==> src/rtl/blk_010fd2.sv <==
// Receive side of one router-wrap slice data lane: flit FIFO with valid/ready
// output, per-pop credit return and a head/tail framing checker with sticky flags.
module blk_010fd2 #(
    parameter int DATA_WIDTH = 32,
    parameter int DEPTH      = 4
) (
    input  logic                         clk,
    input  logic                         reset,
    input  logic                         set,
    input  logic                         idata_in_valid,
    input  logic [DATA_WIDTH-1:0]        idata_in_data,
    input  logic                         idata_in_head,
    input  logic                         idata_in_tail,
    output logic                         idata_out_valid,
    output logic [DATA_WIDTH-1:0]        idata_out_data,
    output logic                         idata_out_head,
    output logic                         idata_out_tail,
    input  logic                         idata_out_ready,
    output logic                         idata_credit_out,
    output logic [$clog2(DEPTH+1)-1:0]   idata_count,
    output logic                         idata_overflow,
    output logic                         idata_frame_err
);

    localparam int AW = $clog2(DEPTH);
    localparam int CW = $clog2(DEPTH+1);
    localparam int EW = DATA_WIDTH + 2;

    typedef enum logic {
        ST_IDLE,
        ST_BODY
    } state_t;

    state_t          state_q, state_d;
    logic [EW-1:0]   mem_q [DEPTH];
    logic [EW-1:0]   mem_d [DEPTH];
    logic [AW-1:0]   wr_ptr_q, wr_ptr_d;
    logic [AW-1:0]   rd_ptr_q, rd_ptr_d;
    logic [CW-1:0]   count_q, count_d;
    logic            credit_q, credit_d;
    logic            overflow_q, overflow_d;
    logic            frame_err_q, frame_err_d;
    logic            full;
    logic            pop;
    logic            push;
    logic            unused_set;

    assign unused_set = set;

    // A pop in the same cycle frees a slot, so a full FIFO can still accept.
    assign full = (count_q == CW'(DEPTH));
    assign pop  = (count_q != '0) && idata_out_ready;
    assign push = idata_in_valid && (!full || pop);

    always_comb begin
        mem_d       = mem_q;
        wr_ptr_d    = wr_ptr_q;
        rd_ptr_d    = rd_ptr_q;
        count_d     = count_q;
        credit_d    = pop;
        overflow_d  = overflow_q | (idata_in_valid & ~push);
        frame_err_d = frame_err_q;
        state_d     = state_q;

        if (push) begin
            mem_d[wr_ptr_q] = {idata_in_head, idata_in_tail, idata_in_data};
            wr_ptr_d = (wr_ptr_q == AW'(DEPTH-1)) ? '0 : wr_ptr_q + 1'b1;
        end
        if (pop) begin
            rd_ptr_d = (rd_ptr_q == AW'(DEPTH-1)) ? '0 : rd_ptr_q + 1'b1;
        end

        case ({push, pop})
            2'b10:   count_d = count_q + 1'b1;
            2'b01:   count_d = count_q - 1'b1;
            default: count_d = count_q;
        endcase

        if (push) begin
            unique case (state_q)
                ST_IDLE: begin
                    if (!idata_in_head) frame_err_d = 1'b1;
                    if (idata_in_head && !idata_in_tail) state_d = ST_BODY;
                end
                ST_BODY: begin
                    if (idata_in_head) frame_err_d = 1'b1;
                    if (idata_in_tail) state_d = ST_IDLE;
                end
                default: state_d = ST_IDLE;
            endcase
        end
    end

    always_ff @(posedge clk or posedge reset) begin
        if (reset) begin
            state_q     <= ST_IDLE;
            wr_ptr_q    <= '0;
            rd_ptr_q    <= '0;
            count_q     <= '0;
            credit_q    <= 1'b0;
            overflow_q  <= 1'b0;
            frame_err_q <= 1'b0;
        end else begin
            state_q     <= state_d;
            wr_ptr_q    <= wr_ptr_d;
            rd_ptr_q    <= rd_ptr_d;
            count_q     <= count_d;
            credit_q    <= credit_d;
            overflow_q  <= overflow_d;
            frame_err_q <= frame_err_d;
        end
    end

    // Payload storage carries no reset; validity is tracked by count_q alone.
    always_ff @(posedge clk) begin
        mem_q <= mem_d;
    end

    assign idata_out_valid  = (count_q != '0);
    assign {idata_out_head, idata_out_tail, idata_out_data} = mem_q[rd_ptr_q];
    assign idata_credit_out = credit_q;
    assign idata_count      = count_q;
    assign idata_overflow   = overflow_q;
    assign idata_frame_err  = frame_err_q;

endmodule

==> config.mk <==
export PLATFORM = sky130hd
export DESIGN_NAME = blk_010fd2
export DESIGN_NICKNAME = d
export VERILOG_FILES = /design/src/rtl/blk_010fd2.sv
export SDC_FILE = /design/constraint.sdc
export NUM_CORES = 1
export LEC_CHECK = 0
export CAP_MARGIN = 30
export CORE_ASPECT_RATIO = 1.2
export CORE_MARGIN = 10
export CORE_UTILIZATION = 54
export DETAILED_ROUTE_END_ITERATION = 6
export PLACE_DENSITY = 0.91
export SYNTH_ARGS = -nofsm -noshare
export SYNTH_HDL_FRONTEND = slang
export SYNTH_SLANG_ARGS = --single-unit
==> constraint.sdc <==
create_clock -name clk -period 2.5 [get_ports clk]
set_input_delay 0.75 -clock clk [delete_from_list [all_inputs] [get_ports clk]]
set_output_delay 0.75 -clock clk [all_outputs]
set_load 0.005 [all_outputs]
### I/O pins on the die edge, run 1

Pins as bars across the die edge, other pins in grey.
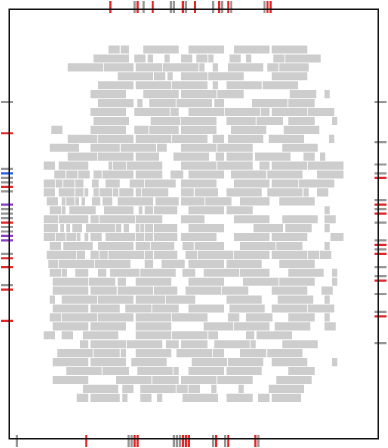
Blue stands for idata_in_valid, pins 1, direction input, edge west. Red stands for idata_in_data, pins 32, direction input, edge 9 north, 9 south, 7 west, 7 east. Purple stands for idata_count, pins 3, direction output, edge west.

### Placed cells, one colour a class, run 1

Fill, decap, tap and diode cells in grey.
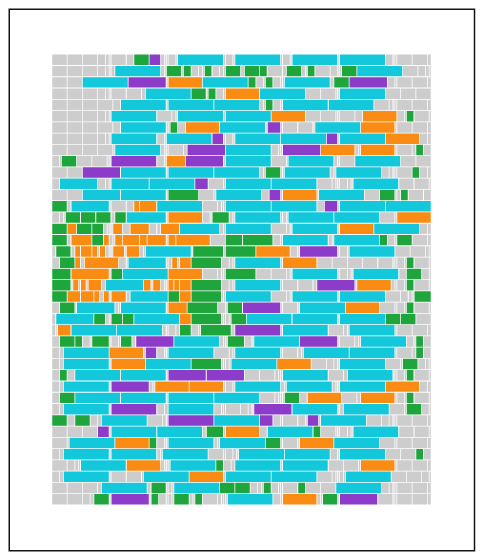
Purple stands for clock drivers and dummy loads, cells 32, share of their area 8.9%. Orange stands for remaining logic cells, cells 76, share of their area 16%. Cyan stands for registers, cells 147, share of their area 62%. Green stands for remaining buffers and delay cells, cells 103, share of their area 14%.

### Metal layers overlaid, run 1

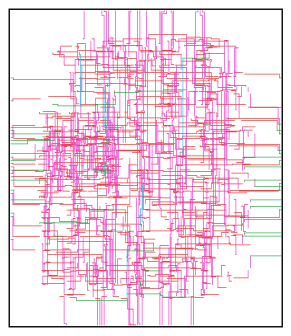
Green stands for M3, wire length 591 um. Magenta stands for M2, wire length 5,700 um. Cyan stands for M4, wire length 209 um. Red stands for M1, wire length 4,370 um.

==> run 1: timing repair <==
item | CTS | global route
resized | 141 | 9
gates cloned | 1 | 0
endpoints found under the setup margin | 35 | 36
buffers inserted | 10 | 1
hold endpoints to repair | 0 | 0
pin swaps | 0 | 1
==> run 1: cell families after synthesis <==
kind of cell             after synthesis  share of synthesized area
buffers and inverters                 18                    0.01484
AND/OR/NAND/NOR                       13                    0.01370
adder cells (fa/ha/maj)                7                    0.01735
AND-OR/OR-AND                          6                   0.006622
flip-flops                           147                     0.7954
multiplexers                          37                     0.1457
XOR/XNOR                               4                   0.006394
==> run 1: worst max path at each step <==
stage          depth (start not counted)                    endpoint                    start  slack (ns)
3_5_place_dp                          10  idata_count[2]$_DFFE_PP0P_          idata_out_ready       -0.43
2_1_floorplan                         10  idata_count[2]$_DFFE_PP0P_          idata_out_ready       -0.02
3_3_place_gp                          10  idata_count[2]$_DFFE_PP0P_          idata_out_ready       -0.33
5_1_grt                                4          idata_out_data[28]  rd_ptr_q[0]$_DFFE_PP0P_       -0.08
4_1_cts                                5          idata_out_data[16]  rd_ptr_q[0]$_DFFE_PP0P_       -0.08
6_report                               4              idata_out_head  rd_ptr_q[0]$_DFFE_PP0P_       -0.02
==> run 1: placed cells by master (no fill, tap or decap), types with 2 or more instances in the layout <==
| cell | Yosys | layout |
|---|---|---|
| inv_1 | 9 | 7 |
| dfrtp_2 | 0 | 2 |
| clkinv_4 | 0 | 3 |
| dfrtp_1 | 11 | 9 |
| edfxtp_1 | 136 | 136 |
| nor2_1 | 3 | 3 |
| nand3_1 | 2 | 2 |
| inv_2 | 0 | 2 |
| and3_2 | 0 | 4 |
| xor2_1 | 2 | 2 |
| buf_6 | 0 | 6 |
| buf_2 | 5 | 30 |
| clkdlybuf4s50_1 | 0 | 42 |
| o21ai_1 | 2 | 2 |
| clkbuf_16 | 0 | 17 |
| xnor2_1 | 2 | 2 |
| mux4_2 | 34 | 34 |
| buf_12 | 0 | 12 |
| clkinvlp_4 | 0 | 7 |
| mux2_2 | 2 | 2 |
| ha_1 | 6 | 5 |
| dlymetal6s2s_1 | 0 | 2 |
| buf_4 | 2 | 10 |
| bufinv_16 | 0 | 4 |
==> run 1: critical path: cells and delay by family, from the launching register on <==
family   cells  cell delay, ns
buf+inv      3            0.39
flops        1            0.44
mux          1            0.52
==> run 1: registers in the layout, indices dropped and copies added, names as in the netlist <==
name,cells
idata_count,3
mem_q,136
state_q,1
idata_overflow,1
wr_ptr_q,2
idata_credit_out,1
idata_frame_err,1
rd_ptr_q,2
==> run 1: power by group <==
group	leakage, nW	switching, W	internal, W
clock network	0.284	0.000968	0.00167
registers	1.37	0.000168	0.00323
logic	0.886	0.00118	0.00147
==> run 1: per-stage QoR <==
step	std cells	hold WS, ns	TNS, ns
after CTS	487	0.5007	-0.6607
after detailed placement	444	0.4785	-2.884
after floorplan	232	0.4510	-0.01766
final	485	0.4991	-0.03532
after global routing	485	0.5076	-1.198
after global placement	444	0.4426	-0.6108
==> results.tsv, run 1 <==
metric	value	unit
status	finished with violations	
violations	setup timing	
clock_area_frac	0.08750	
cts_sinks	147	
num_io_pins	80	
drtIter0Drc	144	
taps	126	
r2r_cells	10	
ff_type	edfxtp_1	
common_cells	edfxtp_1 (136), mux4_2 (34), dfrtp_1 (11)	
clock_latency	0.41	ns
vdd_drop_max	0.0007922	V
ys_cells	232	
vias	2728	
met2WireLength	5695	um
numCtsBuffers	17	
grt_use_met1	0.1786	
tritoncts	yes	
cpPeakStageDelay	0.52	ns
rsz0062_at_grt	true	
period_used_share	1.008	
grt_pass1_wl	17130	um
pre_cts_ws	-0.4269	ns
wl_met1	4373	um
p_total	0.008688	W
syn-num-nets	278	
logic_area	1064	um2
globalplace.congestion	0.7482	
hold_start	idata_frame_err$_DFFE_PP0P_	
grt-ovfl-total	0	
grt.met2_usage	0.2601	
portBuffers	78	
hold_depth	1	
reg2reg_slack	0.18	ns
fillers	565	
seqCellArea	4362	um2
post_drt_wl_per_cell	22.41	um
clk_pin_slew	0.06	ns
antenna_found_initial	1	
grtUsageTotal	0.1568	
worst_pin_slew	0.4355	ns
warnings	33	
inverters	9	
synth.distinct_cells	25	
num_rows	40	
period_needed	2.521	ns
sh_seq_area	0.6028	
dp_hpwl	6466	um
synth-edff-count	136	
core_area	9960	um2
drive_gt1_frac	0.3883	
fmax	396.6	MHz
yosysMostFrequentCell	edfxtp_1	
ys_warn_count	0	
antenna_cells	1	
synthArstFlopShare	0.07483	
first_pass_iters	4	
worst_setup_path_start_kind	flop	
die_h	130.4	um
setup_viol	4	
worst_slack	-0.02118	ns
dr.max_layer_used	met4	
initial_core_util	0.5503	
holdBufCountCts	0	
nonClkBufAreaFrac	0.1359	
ant_nets	0	
critical_path_arrival	1.77	ns
rr_endpoint	idata_count[2]$_DFFE_PP0P_	
### Cell placement, run 1

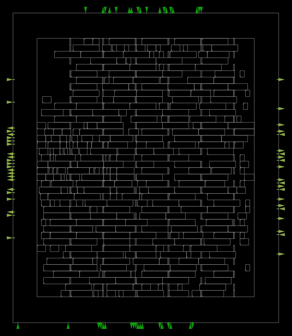

--- run 2 (diff from run 1) ---
--- a/config.mk
+++ b/config.mk
@@ -9,8 +9,9 @@
 export CORE_ASPECT_RATIO = 1.2
 export CORE_MARGIN = 10
 export CORE_UTILIZATION = 54
+export CTS_CLUSTER_SIZE = 24
 export DETAILED_ROUTE_END_ITERATION = 6
-export PLACE_DENSITY = 0.91
+export PLACE_DENSITY = 0.76
 export SYNTH_ARGS = -nofsm -noshare
 export SYNTH_HDL_FRONTEND = slang
 export SYNTH_SLANG_ARGS = --single-unit
### Cell placement, run 2

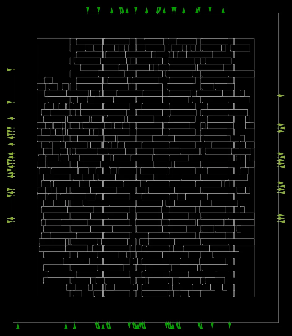
n_taps: 126
std cell rows: 40
fraction of area in registers: 0.6020

### Routed clock nets over the placement, run 2

The bar under the picture is 20 um long.
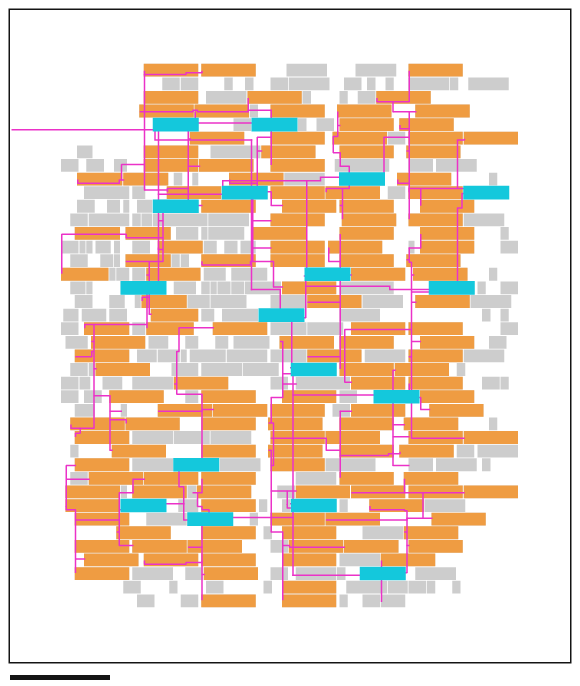
Cyan stands for clock-net drivers, count 17. Magenta stands for clock wires, length 1,460 um. Orange stands for flip-flops, count 147.
There are 18 routed clock nets.

==> run 2 against run 1 <==
The flow still finishes with violations (setup timing); die size unchanged; clock skew fell by 0.0012 ns; non-clock buffer count decreased by 2; fmax decreased by 0.91%; total power up 0.50%; final area grew 0.16%; sequential power hardly changed.
==> results.tsv, run 2 <==
metric	value	unit	change
placed_area	6678	um2	
period_used_share	1.018		+0.009244
vias	2628		-3.7%
lay_top_count	edfxtp_1		
startpoint	rd_ptr_q[0]$_DFFE_PP0P_		
grt_pass1_wl	17410	um	+1.6%
grtUsageTotal	0.1622		+0.005395
max_flop_register	mem_q		
rsz0062_at_grt	true		
grt-ovfl-total	0		unchanged
dp_hpwl	6692	um	+3.5%
ff_type	edfxtp_1		
ys_cells	232		unchanged
final_cell_area	7247	um2	
antenna_found_initial	1		unchanged
fmax	393.0	MHz	-0.91%
violations	setup timing		
drive_gt1_frac	0.3792		-0.009055
setup_viol	16		+12
clock_latency	0.40	ns	about the same
portBuffers	78		unchanged
holdBufCountCts	0		unchanged
ys_warn_count	0		unchanged
cts_sinks	147		unchanged
synth.top_cell.area_share	0.7452		
yosysMostFrequentCell	edfxtp_1		
hold_start	idata_frame_err$_DFFE_PP0P_		
worst_pin_slew	0.4178	ns	-0.01772 ns
status	finished with violations		
ant_nets	0		unchanged
antenna_cells	0		-1
synthArstFlopShare	0.07483		unchanged
largest_reg_flops	136		unchanged
skew	0.005367	ns	
critical_path_arrival	1.79	ns	+0.02 ns
hold-worst-slack	0.4816	ns	-0.01749 ns
numCtsBuffers	17		unchanged
die_h	130.4	um	unchanged
synth.distinct_cells	25		unchanged
tritoncts	yes		
wirelength	11240	um	
synth_area_per_cell	23.62	um2	
num_io_pins	80		unchanged
worst_slack	-0.04429	ns	-0.02311 ns
dieArea	14590	um2	
common_cells	edfxtp_1 (136), mux4_2 (34), dfrtp_1 (11)		
synth-edff-count	136		unchanged
post_drt_wl_per_cell	23.31	um	+4.0%
most-common-layout-cells	edfxtp_1 (136), clkdlybuf4s50_1 (42), mux4_2 (34)		
warnings	33		unchanged
numSynthFlops	147		
core_area	9960	um2	unchanged
worst_setup_path_start_kind	flop		
r2r-start	idata_count[0]$_DFFE_PP0P_		
drtIter0Drc	135		-6.3%
initial_core_util	0.5503		unchanged
vdd_drop_max	0.0007514	V	-5.1%
first_pass_iters	4		unchanged
clk_pin_slew	0.06	ns	about the same
syn_inst	232		
syn-num-nets	278		unchanged
period_needed	2.544	ns	+0.02311 ns
globalplace.congestion	0.7303		-2.4%
run 2: cell counts after synthesis:
No cell type changed its count.
run 2: what timing repair did:
| action | 4_1_cts | 5_1_grt |
|---|---|---|
| pin swaps | 1 | 0 |
| gates cloned | 2 | 0 |
| setup endpoints to repair | 35 | 34 |
| setup buffers | 3 | 0 |
| resized | 142 | 5 |
run 2: per-stage QoR:
step | setup TNS, ns | utilization | setup slack (ns) | power, W | instances
after floorplan | -0.01766 | - | -0.01766 | 0.004748 | 232
after global placement | -2.331 | 0.6705 | -0.3524 | 0.006244 | 446
after detailed placement | -3.882 | 0.6705 | -0.4256 | 0.006318 | 446
after CTS | -0.6388 | 0.7281 | -0.05974 | 0.008865 | 483
after global routing | -1.952 | 0.7276 | -0.1109 | 0.009152 | 482
final | -0.2310 | 0.7276 | -0.04429 | 0.008732 | 482
run 2: cell type report:
type,count,area (um2)
clock buffers,22,474.2
clock inverters,10,155.1
repair buffers,101,999.7
flip-flops and latches,147,4363
multi-input cells,67,1064
inverters,9,33.78
well taps,126,157.7
fillers,572,2713
run 2: final timing paths:
| kind | end | slack [ns] | depth (start not counted) |
|---|---|---|---|
| worst min-delay path | idata_frame_err$_DFFE_PP0P_ | 0.48 | 1 |
| worst min register to register | idata_frame_err$_DFFE_PP0P_ | 0.48 | 1 |
| max in group asynchronous | rd_ptr_q[0]$_DFFE_PP0P_ | 1.55 | 2 |
| worst max register to register | idata_count[2]$_DFFE_PP0P_ | 0.24 | 9 |
| worst max-delay path | idata_out_data[2] | -0.04 | 4 |
| min in group asynchronous | idata_overflow$_DFF_PP0_ | 0.63 | 2 |
run 2: cells by family (layout without fill, tap and decap cells):
| logic type | count (synthesis) | in the layout | share of synthesized area |
|---|---|---|---|
| compound gates | 6 | 6 | 0.006622 |
| buf+inv | 18 | 142 | 0.01484 |
| simple gates | 13 | 13 | 0.01370 |
| fa+ha+maj | 7 | 7 | 0.01735 |
| flops | 147 | 147 | 0.7954 |
| xor+xnor | 4 | 4 | 0.006394 |
| mux | 37 | 37 | 0.1457 |
run 2: worst max-delay path: stages, from the launching register on:
cell and delay, ns:
dfrtp_2 0.41, buf_12 0.15, buf_12 0.14, mux4_2 0.53, buf_2 0.16
run 2: per-layer routing:
metal | GRT usage | vias to the layer above | part of all wire | routed length [um]
li1 | - | 1184 | - | -
met1 | 0.1741 | 1346 | 0.36 | 4075
met2 | 0.2824 | 83 | 0.55 | 6209
met3 | 0.06887 | 15 | 0.069 | 770
met4 | 0.05755 | 0 | 0.016 | 182
met5 | 0 | - | 0 | 0
run 2: where the power goes:
group	switching (W)	internal [W]
Clock	0.000886	0.00174
Sequential	0.000197	0.00323
Combinational	0.00116	0.00152
### Placed cells, one colour a class, run 2

Fill, decap, tap and diode cells in grey.
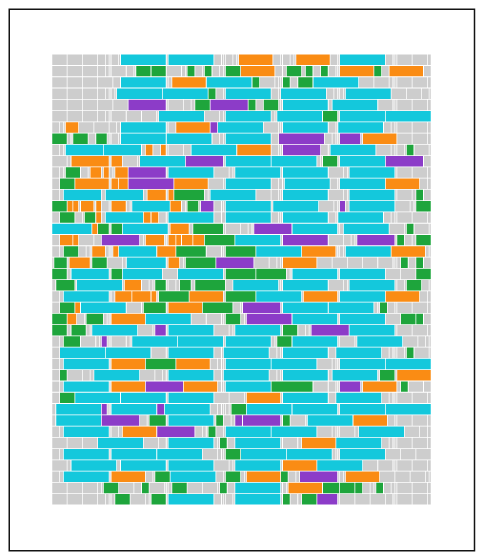

--- run 3 (diff from run 2) ---
--- a/config.mk
+++ b/config.mk
@@ -7,7 +7,6 @@
 export LEC_CHECK = 0
 export CAP_MARGIN = 30
 export CORE_ASPECT_RATIO = 1.2
-export CORE_MARGIN = 10
 export CORE_UTILIZATION = 54
 export CTS_CLUSTER_SIZE = 24
 export DETAILED_ROUTE_END_ITERATION = 6
### Placed cells, one colour a class, run 3

Fill, decap, tap and diode cells in grey.
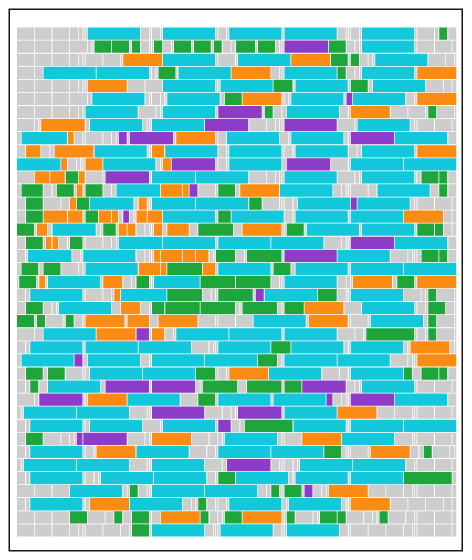
Green stands for remaining buffers and delay cells, cells 105, share of their area 15%. Cyan stands for registers, cells 147, share of their area 61%. Orange stands for remaining logic cells, cells 76, share of their area 15%. Purple stands for clock drivers and dummy loads, cells 32, share of their area 8.1%.
core area: 9711 um2
Final Util: 0.7473
std cell rows: 39

==> run 3 against run 2 <==
The run still ends with setup timing left; combinational power up 5%; area after synthesis stayed put; final area rose by 0.14%; highest routed layer unchanged; largest power group unchanged; first-iteration DRC count grew 24%; clock skew rose by 0.0032 ns; core utilization grew 2.0 points; via count rose by 0.61%; global-route usage grew 4.8 points; wire length decreased by 8.8%.
==> results.tsv, run 3 <==
metric	value	unit	change
fmax	398.4	MHz	+1.4%
setup_viol	3		-13
vdd_drop_max	0.0009095	V	+21%
synth_area_per_cell	23.62	um2	unchanged
clock_latency	0.41	ns	about the same
vias	2644		+0.61%
wirelength	10240	um	-8.8%
most-common-layout-cells	edfxtp_1 (136), clkdlybuf4s50_1 (43), mux4_2 (34)		
ant_nets	0		unchanged
synth.top_cell.area_share	0.7452		unchanged
antenna_cells	0		unchanged
antenna_found_initial	0		-1
p_total	0.008643	W	-1.0%
period_used_share	1.004		-0.01378
ys_warn_count	0		unchanged
clk_pin_slew	0.06	ns	about the same
pre_cts_ws	-0.4018	ns	+0.02374 ns
hold_depth	1		unchanged
ys_cells	232		unchanged
max_flop_register	mem_q		
initial_core_util	0.5644		+0.01411
die_h	112.4	um	-14%
status	finished with violations		
first_pass_iters	4		unchanged
numCtsBuffers	17		unchanged
hold_class	flop to flop		
numSynthFlops	147		unchanged
r2r-start	idata_count[0]$_DFFE_PP0P_		
yosysMostFrequentCell	edfxtp_1		
worst_pin_slew	0.4327	ns	+0.01489 ns
drive_gt1_frac	0.3806		+0.001342
common_cells	edfxtp_1 (136), mux4_2 (34), dfrtp_1 (11)		
placed_area	6654	um2	-0.36%
tritoncts	yes		
synthArstFlopShare	0.07483		unchanged
dieArea	10560	um2	-28%
dp_hpwl	5660	um	-15%
r2r_cells	9		unchanged
grt-ovfl-total	0		unchanged
lay_top_count	edfxtp_1		
grt_pass1_wl	15610	um	-10%
hold_start	idata_overflow$_DFF_PP0_		
skew	0.008526	ns	+0.003159 ns
final_cell_area	7257	um2	+0.14%
hold_path_end	idata_overflow$_DFF_PP0_		
drtIter0Drc	167		+24%
cts_sinks	147		unchanged
globalplace.congestion	0.7172		-1.8%
rr_endpoint	idata_count[2]$_DFFE_PP0P_		
violations	setup timing		
reg2reg_slack	0.32	ns	+0.08 ns
ff_type	edfxtp_1		
worst_setup_path_start_kind	flop		
synth-edff-count	136		unchanged
worst_slack	-0.009829	ns	+0.03446 ns
grtUsageTotal	0.2102		+0.04804
dp_cells	442		-0.90%
syn-num-nets	278		unchanged
portBuffers	78		unchanged
syn_inst	232		unchanged
largest_area_cell	edfxtp_1		
synth.distinct_cells	25		unchanged
### Cell placement, run 3

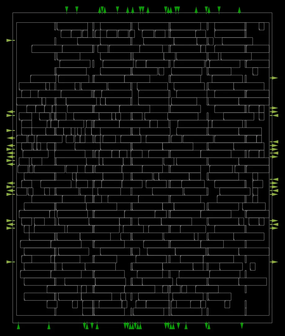
n_taps: 123
Filler Cell Count: 540
Final Non-Filler Cells: 483

## run 3: cell families after synthesis
kind of cell    share of synthesized area
compound gates                   0.006622
fa+ha+maj                         0.01735
buf+inv                           0.01484
xor+xnor                         0.006394
flops                              0.7954
mux                                0.1457
simple gates                      0.01370
## run 3: final cells by class
class,instances,area [um2]
Multi-Input combinational cell,67,1064
Sequential cell,147,4363
Clock buffer,19,432.9
Timing Repair Buffer,105,1069
Inverter,9,33.78
Clock inverter,13,141.4
Tap cell,123,153.9
Fill cell,540,2454
## run 3: critical path: stages (launching register included)
cell,delay (ns)
dfrtp_2,0.41
buf_6,0.15
buf_12,0.14
mux4_2,0.51
buf_6,0.13
## run 3: stage by stage
| step | util | TNS (ns) | hold WS (ns) |
|---|---|---|---|
| global placement | 0.6852 | -1.522 | 0.4803 |
| CTS | 0.7484 | -0.9872 | 0.4857 |
| detailed placement | 0.6852 | -3.714 | 0.4651 |
| floorplan | - | -0.01766 | 0.4510 |
| finish | 0.7473 | -0.01658 | 0.4897 |
| global route | 0.7473 | -1.502 | 0.5047 |
## run 3: metal layers
metal	vias to the layer above	GRT usage	wire length, um	part of all wire
li1	1191	-	-	-
met1	1378	0.2845	4352	0.42
met2	69	0.3436	5439	0.53
met3	6	0.04946	383	0.037
met4	0	0.06256	68	0.0066
met5	-	0	0	0
## run 3: where the power goes
group / switching (W) / internal [W]
registers: 0.000166 / 0.00323
clock network: 0.000893 / 0.00155
logic: 0.00119 / 0.00162
## run 3: worst max-delay path by stage
stage                                        from                    endpoint  slack, ns
after floorplan                   idata_out_ready  idata_count[2]$_DFFE_PP0P_      -0.02
after global placement            idata_out_ready  idata_count[2]$_DFFE_PP0P_      -0.35
after detailed placement          idata_out_ready  idata_count[2]$_DFFE_PP0P_      -0.40
after CTS                 rd_ptr_q[0]$_DFFE_PP0P_          idata_out_data[26]      -0.05
after global routing      rd_ptr_q[0]$_DFFE_PP0P_          idata_out_data[13]      -0.08
final                     rd_ptr_q[0]$_DFFE_PP0P_          idata_out_data[13]      -0.01
## run 3: timing repair
item,CTS,global route
resized,139,9
gates cloned,3,0
endpoints found under the setup margin,34,36
pin swaps,0,1
buffers inserted,8,0
endpoints found under the hold margin,0,0
No activity file was given, so power comes from the tool's default toggle rates.
